[src/rtl/npu_circ_buf_fifo_param_if.sv]
// ---------------------------------------------------------------------------
// npu_circ_buf_fifo_param_if
// Bus bundle for the parametrised NPU circular-buffer FIFO.
//
// Signals (direction given from the FIFO's point of view, modport "slave"):
//   flush        in   synchronous clear of buffer contents
//   err_clr      in   synchronous clear of sticky error flags
//   din          in   write data, DATA_W bits
//   wr_en        in   write request
//   rd_en        in   read request (pop acknowledge in FWFT builds)
//   dout         out  read data, DATA_W bits
//   dout_valid   out  dout carries a popped / head word
//   full, empty, almost_full, almost_empty   out  occupancy flags
//   count        out  occupancy 0..DEPTH, ADDR_W+1 bits
//   overflow     out  sticky: write attempted while full
//   underflow    out  sticky: read attempted while empty
//
// modport master: producer/consumer side that drives the requests.
// modport slave : the FIFO itself.
// ---------------------------------------------------------------------------
interface npu_circ_buf_fifo_param_if #(
    parameter int DATA_W = 16,
    parameter int ADDR_W = 4
);
    logic              flush;
    logic              err_clr;
    logic [DATA_W-1:0] din;
    logic              wr_en;
    logic              rd_en;
    logic [DATA_W-1:0] dout;
    logic              dout_valid;
    logic              full;
    logic              empty;
    logic              almost_full;
    logic              almost_empty;
    logic [ADDR_W:0]   count;
    logic              overflow;
    logic              underflow;

    modport master (
        output flush, err_clr, din, wr_en, rd_en,
        input  dout, dout_valid, full, empty, almost_full, almost_empty,
               count, overflow, underflow
    );

    modport slave (
        input  flush, err_clr, din, wr_en, rd_en,
        output dout, dout_valid, full, empty, almost_full, almost_empty,
               count, overflow, underflow
    );
endinterface

[src/rtl/npu_circ_buf_fifo_param.sv]
// ---------------------------------------------------------------------------
// npu_circ_buf_fifo_param
// Parametrised single-clock circular-buffer FIFO buffering packet/operand
// words between NPU producer and consumer stages.
//
// Ports:
//   clk   in   rising-edge clock
//   rst   in   asynchronous, active-low reset
//   bus   npu_circ_buf_fifo_param_if.slave (data, requests, flags, errors)
//
// Parameters:
//   DATA_W     word width
//   ADDR_W     address bits, DEPTH = 2**ADDR_W
//   AF_THRESH  almost_full when count >= AF_THRESH
//   AE_THRESH  almost_empty when count <= AE_THRESH
//
// Build option:
//   NPU_FIFO_FWFT_EN  when defined, first-word-fall-through: dout shows the
//                     head word combinationally and rd_en pops it. When not
//                     defined, dout is registered with one cycle read latency
//                     and dout_valid pulses for each accepted read.
// ---------------------------------------------------------------------------
module npu_circ_buf_fifo_param #(
    parameter int DATA_W    = 16,
    parameter int ADDR_W    = 4,
    parameter int AF_THRESH = 2**ADDR_W - 2,
    parameter int AE_THRESH = 2
) (
    input  logic                          clk,
    input  logic                          rst,
    npu_circ_buf_fifo_param_if.slave      bus
);
    localparam int DEPTH = 2**ADDR_W;

    // Threshold constants sized to the count width so compares stay exact.
    localparam logic [ADDR_W:0] AF_LVL  = AF_THRESH[ADDR_W:0];
    localparam logic [ADDR_W:0] AE_LVL  = AE_THRESH[ADDR_W:0];
    localparam logic [ADDR_W:0] PTR_ONE = {{ADDR_W{1'b0}}, 1'b1};

    if (ADDR_W < 2 || AE_THRESH <= 0 || AE_THRESH >= AF_THRESH ||
        AF_THRESH > DEPTH) begin : g_bad_cfg
        $error("npu_circ_buf_fifo_param: illegal ADDR_W/AE_THRESH/AF_THRESH");
    end

    logic [DATA_W-1:0] mem [DEPTH];
    logic [ADDR_W:0]   wr_ptr;
    logic [ADDR_W:0]   rd_ptr;
    logic [ADDR_W:0]   count;
    logic              full;
    logic              empty;
    logic              wr_acc;
    logic              rd_acc;
    logic              ov_set;
    logic              un_set;
    logic              overflow;
    logic              underflow;

    // Extra pointer MSB distinguishes full from empty when the low bits match.
    assign count = wr_ptr - rd_ptr;
    assign empty = (wr_ptr == rd_ptr);
    assign full  = (wr_ptr[ADDR_W] != rd_ptr[ADDR_W]) &&
                   (wr_ptr[ADDR_W-1:0] == rd_ptr[ADDR_W-1:0]);

    // Acceptance looks only at pre-edge flags; flush masks both requests
    // and also suppresses any error they would otherwise raise.
    assign wr_acc = bus.wr_en && !full  && !bus.flush;
    assign rd_acc = bus.rd_en && !empty && !bus.flush;
    assign ov_set = bus.wr_en && full  && !bus.flush;
    assign un_set = bus.rd_en && empty && !bus.flush;

    // Storage is deliberately not reset.
    always_ff @(posedge clk) begin
        if (wr_acc) begin
            mem[wr_ptr[ADDR_W-1:0]] <= bus.din;
        end
    end

    always_ff @(posedge clk or negedge rst) begin
        if (!rst) begin
            wr_ptr <= '0;
            rd_ptr <= '0;
        end else if (bus.flush) begin
            wr_ptr <= '0;
            rd_ptr <= '0;
        end else begin
            if (wr_acc) wr_ptr <= wr_ptr + PTR_ONE;
            if (rd_acc) rd_ptr <= rd_ptr + PTR_ONE;
        end
    end

    // A new error in the same cycle as err_clr keeps the flag set.
    always_ff @(posedge clk or negedge rst) begin
        if (!rst) begin
            overflow  <= 1'b0;
            underflow <= 1'b0;
        end else begin
            overflow  <= ov_set || (overflow  && !bus.err_clr);
            underflow <= un_set || (underflow && !bus.err_clr);
        end
    end

`ifdef NPU_FIFO_FWFT_EN
    // Head word falls through; forced to zero while nothing is stored.
    assign bus.dout       = empty ? '0 : mem[rd_ptr[ADDR_W-1:0]];
    assign bus.dout_valid = !empty;
`else
    logic [DATA_W-1:0] dout_q;
    logic              dout_valid_q;

    // dout holds its last value unless a read is accepted, including on flush.
    always_ff @(posedge clk or negedge rst) begin
        if (!rst) begin
            dout_q       <= '0;
            dout_valid_q <= 1'b0;
        end else begin
            dout_valid_q <= rd_acc;
            if (rd_acc) begin
                dout_q <= mem[rd_ptr[ADDR_W-1:0]];
            end
        end
    end

    assign bus.dout       = dout_q;
    assign bus.dout_valid = dout_valid_q;
`endif

    assign bus.count        = count;
    assign bus.full         = full;
    assign bus.empty        = empty;
    assign bus.almost_full  = (count >= AF_LVL);
    assign bus.almost_empty = (count <= AE_LVL);
    assign bus.overflow     = overflow;
    assign bus.underflow    = underflow;

endmodule
[src/flat_wrapper.sv]
// flat-port wrapper written by rule: the top's interface ports become plain ports
module npu_circ_buf_fifo_param_flat 
#(
    parameter int DATA_W    = 16,
    parameter int ADDR_W    = 4,
    parameter int AF_THRESH = 2**ADDR_W - 2,
    parameter int AE_THRESH = 2
)
  (clk, rst, bus_flush, bus_err_clr, bus_din, bus_wr_en, bus_rd_en, bus_dout, bus_dout_valid, bus_full, bus_empty, bus_almost_full, bus_almost_empty, bus_count, bus_overflow, bus_underflow);
  npu_circ_buf_fifo_param_if #(.DATA_W(DATA_W), .ADDR_W(ADDR_W)) bus_i ();
  input  logic clk;
  input  logic rst;
  input wire logic [$bits(bus_i.flush)-1:0] bus_flush;
  input wire logic [$bits(bus_i.err_clr)-1:0] bus_err_clr;
  input wire logic [$bits(bus_i.din)-1:0] bus_din;
  input wire logic [$bits(bus_i.wr_en)-1:0] bus_wr_en;
  input wire logic [$bits(bus_i.rd_en)-1:0] bus_rd_en;
  output wire logic [$bits(bus_i.dout)-1:0] bus_dout;
  output wire logic [$bits(bus_i.dout_valid)-1:0] bus_dout_valid;
  output wire logic [$bits(bus_i.full)-1:0] bus_full;
  output wire logic [$bits(bus_i.empty)-1:0] bus_empty;
  output wire logic [$bits(bus_i.almost_full)-1:0] bus_almost_full;
  output wire logic [$bits(bus_i.almost_empty)-1:0] bus_almost_empty;
  output wire logic [$bits(bus_i.count)-1:0] bus_count;
  output wire logic [$bits(bus_i.overflow)-1:0] bus_overflow;
  output wire logic [$bits(bus_i.underflow)-1:0] bus_underflow;
  assign bus_i.flush = bus_flush;
  assign bus_i.err_clr = bus_err_clr;
  assign bus_i.din = bus_din;
  assign bus_i.wr_en = bus_wr_en;
  assign bus_i.rd_en = bus_rd_en;
  assign bus_dout = bus_i.dout;
  assign bus_dout_valid = bus_i.dout_valid;
  assign bus_full = bus_i.full;
  assign bus_empty = bus_i.empty;
  assign bus_almost_full = bus_i.almost_full;
  assign bus_almost_empty = bus_i.almost_empty;
  assign bus_count = bus_i.count;
  assign bus_overflow = bus_i.overflow;
  assign bus_underflow = bus_i.underflow;
  npu_circ_buf_fifo_param #(.DATA_W(DATA_W), .ADDR_W(ADDR_W), .AF_THRESH(AF_THRESH), .AE_THRESH(AE_THRESH)) u_core (.clk(clk), .rst(rst), .bus(bus_i));
endmodule
[config.mk]
export PLATFORM = sky130hd
export DESIGN_NAME = npu_circ_buf_fifo_param_flat
export DESIGN_NICKNAME = d
export VERILOG_FILES = /design/src/rtl/npu_circ_buf_fifo_param_if.sv /design/src/rtl/npu_circ_buf_fifo_param.sv /design/src/flat_wrapper.sv
export SDC_FILE = /design/constraint.sdc
export NUM_CORES = 1
export LEC_CHECK = 0
export ABC_AREA = 1
export ABC_CLOCK_PERIOD_IN_PS = 3600
export CORE_AREA = 2 2 120 180
export DETAILED_ROUTE_END_ITERATION = 10
export DIE_AREA = 0 0 122 182
export PLACE_DENSITY = 0.83
export SYNTH_ARGS = -nofsm -noshare
export SYNTH_HDL_FRONTEND = slang
export SYNTH_SLANG_ARGS = --single-unit
[constraint.sdc]
create_clock -name clk -period 3.6 [get_ports clk]
set_clock_uncertainty 0.2 [all_clocks]
set_input_delay 0.36 -clock clk [delete_from_list [all_inputs] [get_ports clk]]
set_output_delay 0.36 -clock clk [all_outputs]
set_load 0.1 [all_outputs]
**Run 1: placement by cell class**

Drawn at 2 px/µm. Fill, decap, tap and diode cells in grey.
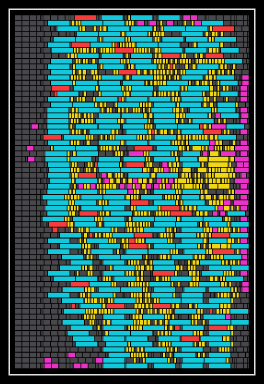
Magenta marks remaining buffers and delay cells, cells 77, share of their area 5.7%. Yellow marks remaining logic cells, cells 889, share of their area 28%. Cyan marks registers, cells 285, share of their area 61%. Red marks clock drivers and dummy loads, cells 41, share of their area 5.7%.

**Run 1: M2 wires**

Drawn at 2 px/µm. Cells faint in the background.
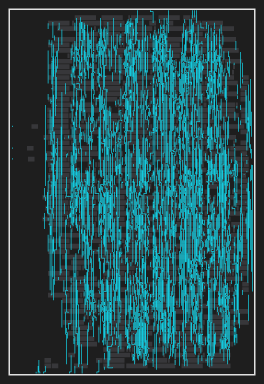
987 nets have wire on it. The layer carries 15000 µm of wire. The longest straight run is 65.1 µm.

==> results.py, run 1 <==
# Synthesis and PnR figures
metrics = {
    "status": {
        "status": "complete, no violations",
    },
    "clock_network": {
        "clock_sinks": 285,
        "cts_tree": "built",
        "postCtsSetupBuffers": 0,
        "cts_resized": 0,
    },
    "logic_synthesis": {
        "async_reset_ff_frac": 0.102,
        "ys_area_um2": 12400,
        "numSynthFlops": 285,
        "synth-xor-area-share": 0.00424,
    },
    "place": {
        "dpl_cell_area_um2": 13400,
    },
    "grt": {
        "overflow": 0,
    },
    "setup_path": {
        "worstPathMaxFanout": 5,
        "r2r_slack_ns": 0.63,
        "cp.required_ns": 3.04,
        "r2r_end": "u_core.mem[3][15]$_DFFE_PP_",
    },
    "sta": {
        "finalHoldViolCount": 0,
    },
    "floorplanning": {
        "initial_utilization": 0.598,
        "fp.dieW_um": 122,
    },
    "route": {
        "wl_um": 28500,
    },
    "power": {
        "combPwrFrac": 0.269,
    },
}
**Run 1: clock network drawn from the DEF**

Drawn at 2 px/µm.
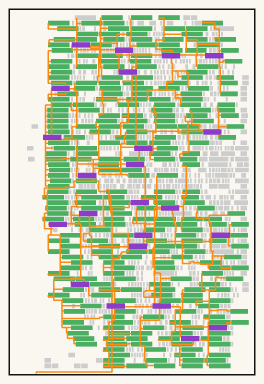
Orange marks clock wires, length 2760 µm. Purple marks clock-net drivers, count 23. Green marks flip-flops, count 285.
There are 24 routed clock nets.

-- run 1: synth_stat cells, types with 2 or more instances --
master	n
nand2_1	353
edfxtp_1	256
inv_1	209
nand3_1	184
nor2_1	101
buf_2	37
dfrtp_1	29
clkbuf_1	11
ha_1	9
o21ai_0	8
xor2_1	6
a21oi_1	4
buf_1	3
inv_2	3
o22ai_1	3
buf_4	2
nor2_2	2
nor3_1	2
-- run 1: registers in the layout, summed over array words and instances, names as in the netlist --
name / count
u_core.bus.underflow: 1
u_core.rd_ptr: 5
u_core.bus.dout_valid: 1
u_core.mem: 256
u_core.bus.dout: 16
u_core.bus.overflow: 1
u_core.wr_ptr: 5
-- run 1: worst min path at each step --
| stage | startpoint | end | slack (ns) | cells after the start |
|---|---|---|---|---|
| after global placement | u_core.bus.dout[3]$_DFFE_PN0P_ | u_core.bus.dout[3]$_DFFE_PN0P_ | 0.29 | 2 |
| after global routing | rst | u_core.bus.overflow$_DFF_PN0_ | 0.20 | 1 |
| after floorplan | rst | u_core.bus.dout[0]$_DFFE_PN0P_ | -0.14 | 0 |
| after detailed placement | u_core.bus.dout[15]$_DFFE_PN0P_ | u_core.bus.dout[15]$_DFFE_PN0P_ | 0.30 | 2 |
| final | rst | u_core.bus.overflow$_DFF_PN0_ | 0.13 | 1 |
| after CTS | rst | u_core.bus.overflow$_DFF_PN0_ | 0.15 | 1 |
-- run 1: cell families (layout without fill, tap and decap cells) --
family / count (synthesis) / after routing
adder cells (fa/ha/maj): 10 / 10
AND-OR/OR-AND: 17 / 17
XOR/XNOR: 6 / 6
flip-flops: 285 / 285
AND/OR/NAND/NOR: 643 / 643
buffers and inverters: 266 / 331
-- run 1: final cells by class --
cell class | instances | area, µm² | area share
Clock buffer | 27 | 591 | 0.0418
Multi-Input combinational cell | 676 | 3010 | 0.213
Inverter | 213 | 801 | 0.0566
Tap cell | 268 | 335 | 0.0237
Sequential cell | 285 | 8420 | 0.595
Timing Repair Buffer | 77 | 791 | 0.0559
Clock inverter | 14 | 200 | 0.0142
-- run 1: power groups by stage --
stage                     clock [µW]  sequential (µW)  combinational [µW]
after floorplan                    0             4510                1000
after global placement             0             3850                2310
after detailed placement           0             3860                2340
after CTS                       2650             3790                2360
after global routing            2790             3790                2500
final                           2650             3780                2370
-- run 1: routing by layer --
metal  vias to the layer above  track usage  wire length [µm]
met5                         -            0                 0
met4                         0        0.102               958
met3                        63       0.0367              2090
met2                       406        0.462             15000
met1                      4067        0.319             10400
li1                       4012            -                 -
-- run 1: metrics by stage --
stage | setup TNS [ns] | power, µW
floorplan | -7.13 | 5510
CTS | 0 | 8800
finish | 0 | 8800
global placement | 0 | 6160
detailed placement | 0 | 6200
global route | 0 | 9080
**Run 1: clock wiring as the flow saved it**

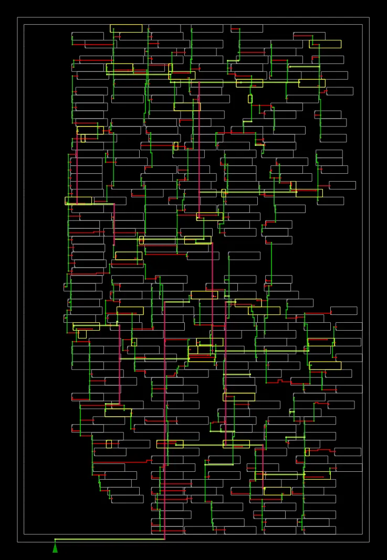

==> run 2, diff against run 1 <==
- CTS_BUF_LIST: default -> sky130_fd_sc_hd__clkbuf_16
**Run 2: clock wiring as the flow saved it**

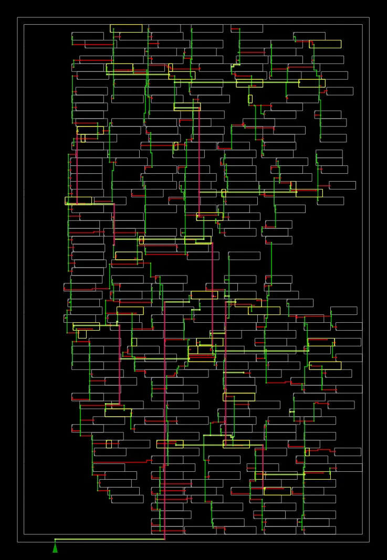
Late-Pin Clk Latency: 0.51 ns
flip-flops: 285
clk sinks: 285

**Run 2: placement by cell class**

Drawn at 2 px/µm. Fill, decap, tap and diode cells in grey.
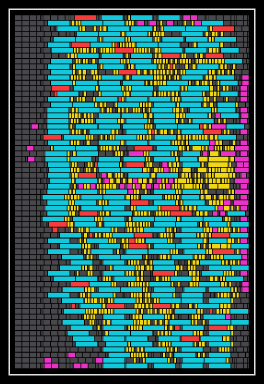
Red marks clock drivers and dummy loads, cells 41, share of their area 5.7%. Cyan marks registers, cells 285, share of their area 61%. Yellow marks remaining logic cells, cells 889, share of their area 28%. Magenta marks remaining buffers and delay cells, cells 77, share of their area 5.7%.

==> run 2 against run 1 <==
Total power is 0.15% lower. Synthesized cell count stayed put. Sequential share of layout area stayed put. Design area stayed put. Critical path depth stayed put. First-iteration DRC count is 2.2% lower. Clock power hardly changed. Largest cell class unchanged. Largest power group unchanged. Highest routed layer unchanged.
==> results.py, run 2 <==
# Synthesis and PnR figures
metrics = {
    "status": {
        "status": "complete, no violations",
    },
    "sta": {
        "rsz0062_at_grt": "false",
        "whs_ns": 0.129,
        "finalHoldViolCount": 0,
        "tns_ns": 0,
    },
    "route": {
        "wl_um": 28400,
        "wl_per_cell_um": 18.2,
        "postRouteAntennaNets": 0,
        "drc": 0,
        "via_per_inst": 5.46,
    },
    "floorplanning": {
        "coreArea_um2": 20700,
        "initial_utilization": 0.598,
        "fp.dieW_um": 122,
        "num_rows": 65,
    },
    "logic_synthesis": {
        "yosysMostFrequentCell": "nand2_1",
        "async_reset_ff_frac": 0.102,
        "yosys-top-cells-count": "353 x nand2_1, 256 x edfxtp_1, 209 x inv_1",
        "numSynthFlops": 285,
        "floorplan.nets": 1259,
        "ys_area_um2": 12400,
    },
    "setup_path": {
        "slowest_stage": "fa_1",
        "r2r_end": "u_core.mem[3][15]$_DFFE_PP_",
        "worstPathMaxFanout": 5,
        "r2r_slack_ns": 0.64,
        "cp.required_ns": 3.04,
        "r2r_start": "u_core.wr_ptr[2]$_DFFE_PN0P_",
    },
    "clock_network": {
        "cts_resized": 0,
        "postCtsSetupBuffers": 0,
        "cts_tree": "built",
    },
    "power": {
        "peakVddDrop_mv": 0.326,
        "power_density_nw_per_um2": 621,
    },
    "min_path": {
        "worst_hold_path_type": "in2async",
    },
    "finish": {
        "largest_register_ffs": 256,
        "nets": 1308,
    },
    "grt": {
        "overflow": 0,
    },
    "place": {
        "dpl_cell_area_um2": 13400,
    },
}
==> run 2: cell counts after synthesis <==
No cell type changed its count.
==> run 2: metrics by stage <==
step | utilization | power [µW]
2_1_floorplan | - | 5510
3_3_place_gp | 0.644 | 6160
3_5_place_dp | 0.644 | 6200
4_1_cts | 0.682 | 8790
5_1_grt | 0.682 | 9070
6_report | 0.682 | 8780
==> run 2: final cells by class <==
type | instances | area, µm² | share of cell area
flip-flops and latches | 285 | 8420 | 0.595
multi-input cells | 676 | 3010 | 0.213
inverters | 213 | 801 | 0.0566
repair buffers | 77 | 791 | 0.0559
clock buffers | 23 | 576 | 0.0407
well taps | 268 | 335 | 0.0237
clock inverters | 18 | 215 | 0.0152
==> run 2: cell families (layout without fill, tap and decap cells) <==
family          after synthesis  in the layout  synth area share
compound gates               17             17           0.00807
xor+xnor                      6              6           0.00424
fa+ha+maj                    10             10            0.0107
buf+inv                     266            331            0.0848
flops                       285            285             0.678
simple gates                643            643             0.214
==> run 2: metal layers <==
metal,part of all wire,track usage,vias up,routed length [µm]
li1,-,-,4012,-
met1,0.36,0.319,4031,10400
met2,0.53,0.462,398,14900
met3,0.075,0.0367,70,2140
met4,0.035,0.102,0,997
met5,0,0,-,0
==> run 2: worst min path at each step <==
| stage | startpoint | end | depth (start not counted) |
|---|---|---|---|
| CTS | rst | u_core.bus.overflow$_DFF_PN0_ | 1 |
| global placement | u_core.bus.dout[3]$_DFFE_PN0P_ | u_core.bus.dout[3]$_DFFE_PN0P_ | 2 |
| detailed placement | u_core.bus.dout[15]$_DFFE_PN0P_ | u_core.bus.dout[15]$_DFFE_PN0P_ | 2 |
| floorplan | rst | u_core.bus.dout[0]$_DFFE_PN0P_ | 0 |
| global route | rst | u_core.bus.overflow$_DFF_PN0_ | 1 |
| finish | rst | u_core.bus.overflow$_DFF_PN0_ | 1 |
==> run 2: worst register-to-register path: cells and delay by family (launching register included) <==
kind	cells	cell delay [ns]
adder cells (fa/ha/maj)	1	0.42
AND/OR/NAND/NOR	6	1.21
buffers and inverters	2	0.38
flip-flops	1	0.46
==> run 2: power by group <==
group	switching [µW]	internal [µW]	total (µW)
logic	1780	583	2370
clock network	1110	1530	2630
registers	59.3	3720	3780
Power figures rest on the tool's default switching activity, not on a simulated workload.
